[config.mk]
export PLATFORM = sky130hd
export DESIGN_NAME = dcache_direct
export DESIGN_NICKNAME = d
export VERILOG_FILES = /design/src/rtl/dcache_direct.sv
export SDC_FILE = /design/constraint.sdc
export NUM_CORES = 2
export LEC_CHECK = 0
export CELL_PAD_IN_SITES_DETAIL_PLACEMENT = 2
export CELL_PAD_IN_SITES_GLOBAL_PLACEMENT = 2
export CORE_UTILIZATION = 36
export DETAILED_ROUTE_END_ITERATION = 10
export PLACE_DENSITY = 0.72
export SYNTH_ARGS = -nofsm -noshare
export SYNTH_HDL_FRONTEND = slang
export SYNTH_SLANG_ARGS = --single-unit
[constraint.sdc]
create_clock -name CLK -period 14.6 [get_ports CLK]
set_clock_uncertainty 0.05 [all_clocks]
set_input_delay 2.92 -clock CLK [delete_from_list [all_inputs] [get_ports CLK]]
set_output_delay 2.92 -clock CLK [all_outputs]
set_load 0.005 [all_outputs]
[src/rtl/dcache_direct.sv]
// Direct-mapped, write-back, write-allocate data cache, one word per line.
// Serves MEM-stage requests, fills/evicts over dREN/dWEN, and flushes dirty lines on halt.
module dcache_direct #(
    parameter int unsigned SETS  = 16,
    parameter int unsigned IDX_W = 4
) (
    input  logic        CLK,
    input  logic        nRST,
    input  logic        dmemREN,
    input  logic        dmemWEN,
    input  logic [31:0] dmemaddr,
    input  logic [31:0] dmemstore,
    input  logic        halt,
    output logic        dhit,
    output logic [31:0] dmemload,
    output logic        flushed,
    output logic        dREN,
    output logic        dWEN,
    output logic [31:0] daddr,
    output logic [31:0] dstore,
    input  logic        dwait,
    input  logic [31:0] dload
);

    localparam int unsigned TAG_W = 32 - IDX_W - 2;
    localparam logic [IDX_W:0] FLUSH_LAST = (IDX_W + 1)'(SETS - 1);

    typedef enum logic [2:0] {IDLE, WB, FETCH, FLUSH, DONE} state_t;

    state_t state, next_state;

    logic [SETS-1:0]  valid;
    logic [SETS-1:0]  dirty;
    logic [TAG_W-1:0] tag_arr  [SETS];
    logic [31:0]      data_arr [SETS];
    logic [IDX_W:0]   flush_idx;

    logic [IDX_W-1:0] idx;
    logic [IDX_W-1:0] fidx;
    logic [TAG_W-1:0] req_tag;
    logic             req;
    logic             hit;
    logic             advance;

    assign idx     = dmemaddr[IDX_W+1:2];
    assign req_tag = dmemaddr[31:IDX_W+2];
    assign fidx    = flush_idx[IDX_W-1:0];
    assign req     = dmemREN | dmemWEN;
    assign hit     = (state == IDLE) && !halt && valid[idx] && (tag_arr[idx] == req_tag) && req;
    // Clean lines step in one cycle; dirty lines wait for their write-back.
    assign advance = (state == FLUSH) && (!dirty[fidx] || !dwait);

    assign dhit     = hit;
    assign dmemload = data_arr[idx];
    assign flushed  = (state == DONE);

    always_ff @(posedge CLK or negedge nRST) begin
        if (!nRST) state <= IDLE;
        else       state <= next_state;
    end

    always_comb begin
        next_state = state;
        unique case (state)
            IDLE: begin
                if (halt)             next_state = FLUSH;
                else if (req && !hit) next_state = dirty[idx] ? WB : FETCH;
            end
            WB:    if (!dwait) next_state = FETCH;
            FETCH: if (!dwait) next_state = halt ? FLUSH : IDLE;
            FLUSH: if (advance && flush_idx == FLUSH_LAST) next_state = DONE;
            DONE:  next_state = DONE;
            default: next_state = IDLE;
        endcase
    end

    always_comb begin
        dREN   = 1'b0;
        dWEN   = 1'b0;
        daddr  = '0;
        dstore = '0;
        unique case (state)
            WB: begin
                dWEN   = 1'b1;
                daddr  = {tag_arr[idx], idx, 2'b00};
                dstore = data_arr[idx];
            end
            FETCH: begin
                dREN  = 1'b1;
                daddr = dmemaddr & ~32'h3;
            end
            FLUSH: begin
                if (dirty[fidx]) begin
                    dWEN   = 1'b1;
                    daddr  = {tag_arr[fidx], fidx, 2'b00};
                    dstore = data_arr[fidx];
                end
            end
            default: ;
        endcase
    end

    always_ff @(posedge CLK or negedge nRST) begin
        if (!nRST) begin
            valid     <= '0;
            dirty     <= '0;
            flush_idx <= '0;
            for (int unsigned i = 0; i < SETS; i++) begin
                tag_arr[i]  <= '0;
                data_arr[i] <= '0;
            end
        end else begin
            unique case (state)
                IDLE: begin
                    if (hit && dmemWEN) begin
                        data_arr[idx] <= dmemstore;
                        dirty[idx]    <= 1'b1;
                    end
                end
                WB: if (!dwait) dirty[idx] <= 1'b0;
                FETCH: begin
                    if (!dwait) begin
                        data_arr[idx] <= dload;
                        tag_arr[idx]  <= req_tag;
                        valid[idx]    <= 1'b1;
                        dirty[idx]    <= 1'b0;
                    end
                end
                FLUSH: begin
                    if (advance) begin
                        dirty[fidx] <= 1'b0;
                        flush_idx   <= flush_idx + 1'b1;
                    end
                end
                default: ;
            endcase
        end
    end

endmodule

final_congestion.png
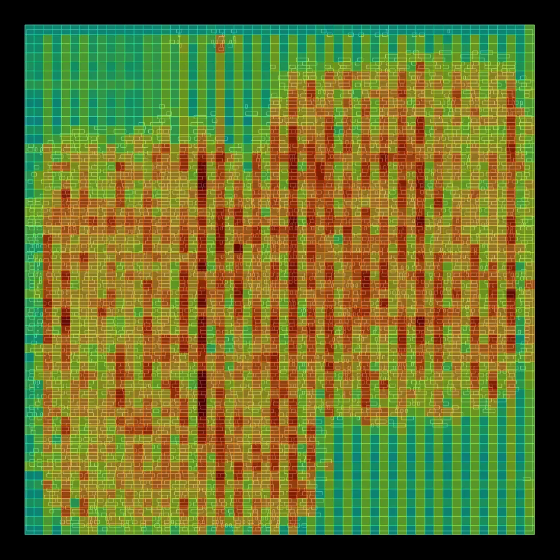
met2 Use GR: 0.406
utilization after layout: 0.414
GRT Total Usage: 0.244
wire per inst: 32.2 um
layer carrying the most global-route usage: met2

==> Implementation_results.wiki <==
== Flow metrics ==
{| class="wikitable"
! Metric !! Value
|-
| Status || completed
|-
| Worst EP arrival || 7.58 ns
|-
| Setup CP Type || input port to primary output
|-
| Setup-failing EPs final || 0
|-
| M3 GR Usage || 0.0379
|-
| Max H-tree Level || 3
|-
| Async S/R FF share, synth || 1.00
|-
| Synthesis Warnings || 0
|-
| Power per cell area || about 200 nW/um^2
|-
| Setup TNS || 0 ns
|-
| Flip-flop cell with the highest count after synthesis || dfrtp_1
|-
| Starting density of the core || 0.365
|-
| Post-layout minimum cycle time || 10.55 ns
|-
| Layout cells sized above 1 || 0.357
|-
| First-pass GRT wire length || 272000 um
|-
| Post-CTS Setup Repair Bufs || 0
|-
| Slowest-stage cell, CP || buf_4
|-
| Total I/O pin count || just over 200
|-
| Fraction of the yosys area taken by sequential cells || 0.454
|-
| Number of library cell types mapped by synthesis || 62
|-
| Std-Cell Rows || between 100 and 150
|-
| Data required, critical path || 11.63 ns
|-
| Highest net fanout along the worst path || 87
|-
| Clk root buf || clkbuf_16
|-
| Count of clock tree sinks || ~970
|-
| Syn-to-layout area delta || 13.5%
|-
| Net count reported at finish || 3748
|-
| Cell leakage power || 26.2 nW
|-
| Most numerous cell types in the synthesized netlist || dfrtp_1, mux4_2, mux2_2
|-
| Total global routing overflow || 0
|-
| Count of nets left with antenna violations after detail routing || 0
|-
| Horizontal die dimension || a little under 400 um
|-
| CP delay by family, top || buffers and inverters
|-
| Class of the most critical hold timing path || flop to flop
|-
| Count of library flops with an enable pin || 0
|-
| Count of warning messages emitted by the tools || 37
|-
| Sum of buffers and inverters on the critical path || 3
|-
| Top cell type by instance count after synthesis || dfrtp_1
|-
| Max-slew headroom || 0.179
|}
wire_density.png
Scale bar: 100 um. 39 x 39 tiles, from dark blue (low) to red (high), scaled to the fullest tile. Values are wire area over tile area, all layers added.
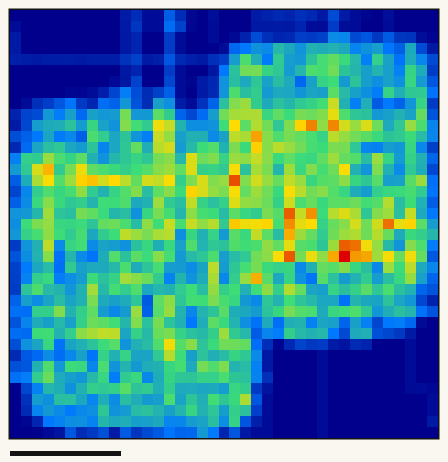
nearly empty tiles = 15%
fullest tile = 0.56
mean over tiles = 0.19
tiles over half the peak = 25%
emptiest ninth of the die = south-east
vias: 34500
sum of routed wire length over all layers: 182000 um

final timing paths:
check / depth (start not counted) / slack (ns) / from / to
min in group asynchronous: 1 / 2.13 / nRST / tag_arr[410]
max in group asynchronous: 4 / 9.41 / nRST / tag_arr[298]
setup reg to reg: 7 / 9.10 / flush_idx[0] / flush_idx[3]
hold / removal: 1 / 0.42 / valid[2] / valid[2]
setup / recovery: 11 / 4.05 / dmemaddr[4] / dhit
hold reg to reg: 1 / 0.42 / valid[2] / valid[2]
logic make-up after synthesis:
kind of cell             share of synthesized area
AND-OR/OR-AND                               0.0411
XOR/XNOR                                   0.00526
adder cells (fa/ha/maj)                    0.00117
buffers and inverters                       0.0344
flip-flops                                   0.454
multiplexers                                 0.429
other                                    0.0000703
AND/OR/NAND/NOR                             0.0344
worst reg2reg max path, stage by stage (launching register included):
cell and delay, ns:
dfrtp_4 0.75, buf_4 0.80, buf_4 0.99, mux4_2 0.67
mux4_4 1.03, a21boi_1 0.70, nand4_1 0.21, xnor2_1 0.19
cell type report:
cell class | count | area, um^2 | area share
inverters | 19 | 78.8 | 0.00130
well taps | 1917 | 2400 | 0.0396
diodes | 1 | 2.50 | 0.0000414
clock inverters | 44 | 523 | 0.00864
clock buffers | 159 | 3200 | 0.0529
repair buffers | 279 | 2660 | 0.0439
flip-flops and latches | 968 | 24200 | 0.401
multi-input cells | 2262 | 27400 | 0.453
metal layers:
metal	vias to the layer above	share of wire
met1	19300	0.43
li1	14000	-
met2	939	0.49
met5	-	0.00015
met4	4	0.027
met3	293	0.049
state kept, by name, summed over array words and instances (netlist names):
name,cells
data_arr,512
valid,16
state,3
tag_arr,416
dirty,16
flush_idx,5
power breakdown:
part	internal, mW	switching, mW
Clock	1.68	1.21
Combinational	2.36	2.11
Sequential	3.65	0.836
Total	7.69	4.17
Power is estimated from default activity; no workload was simulated.
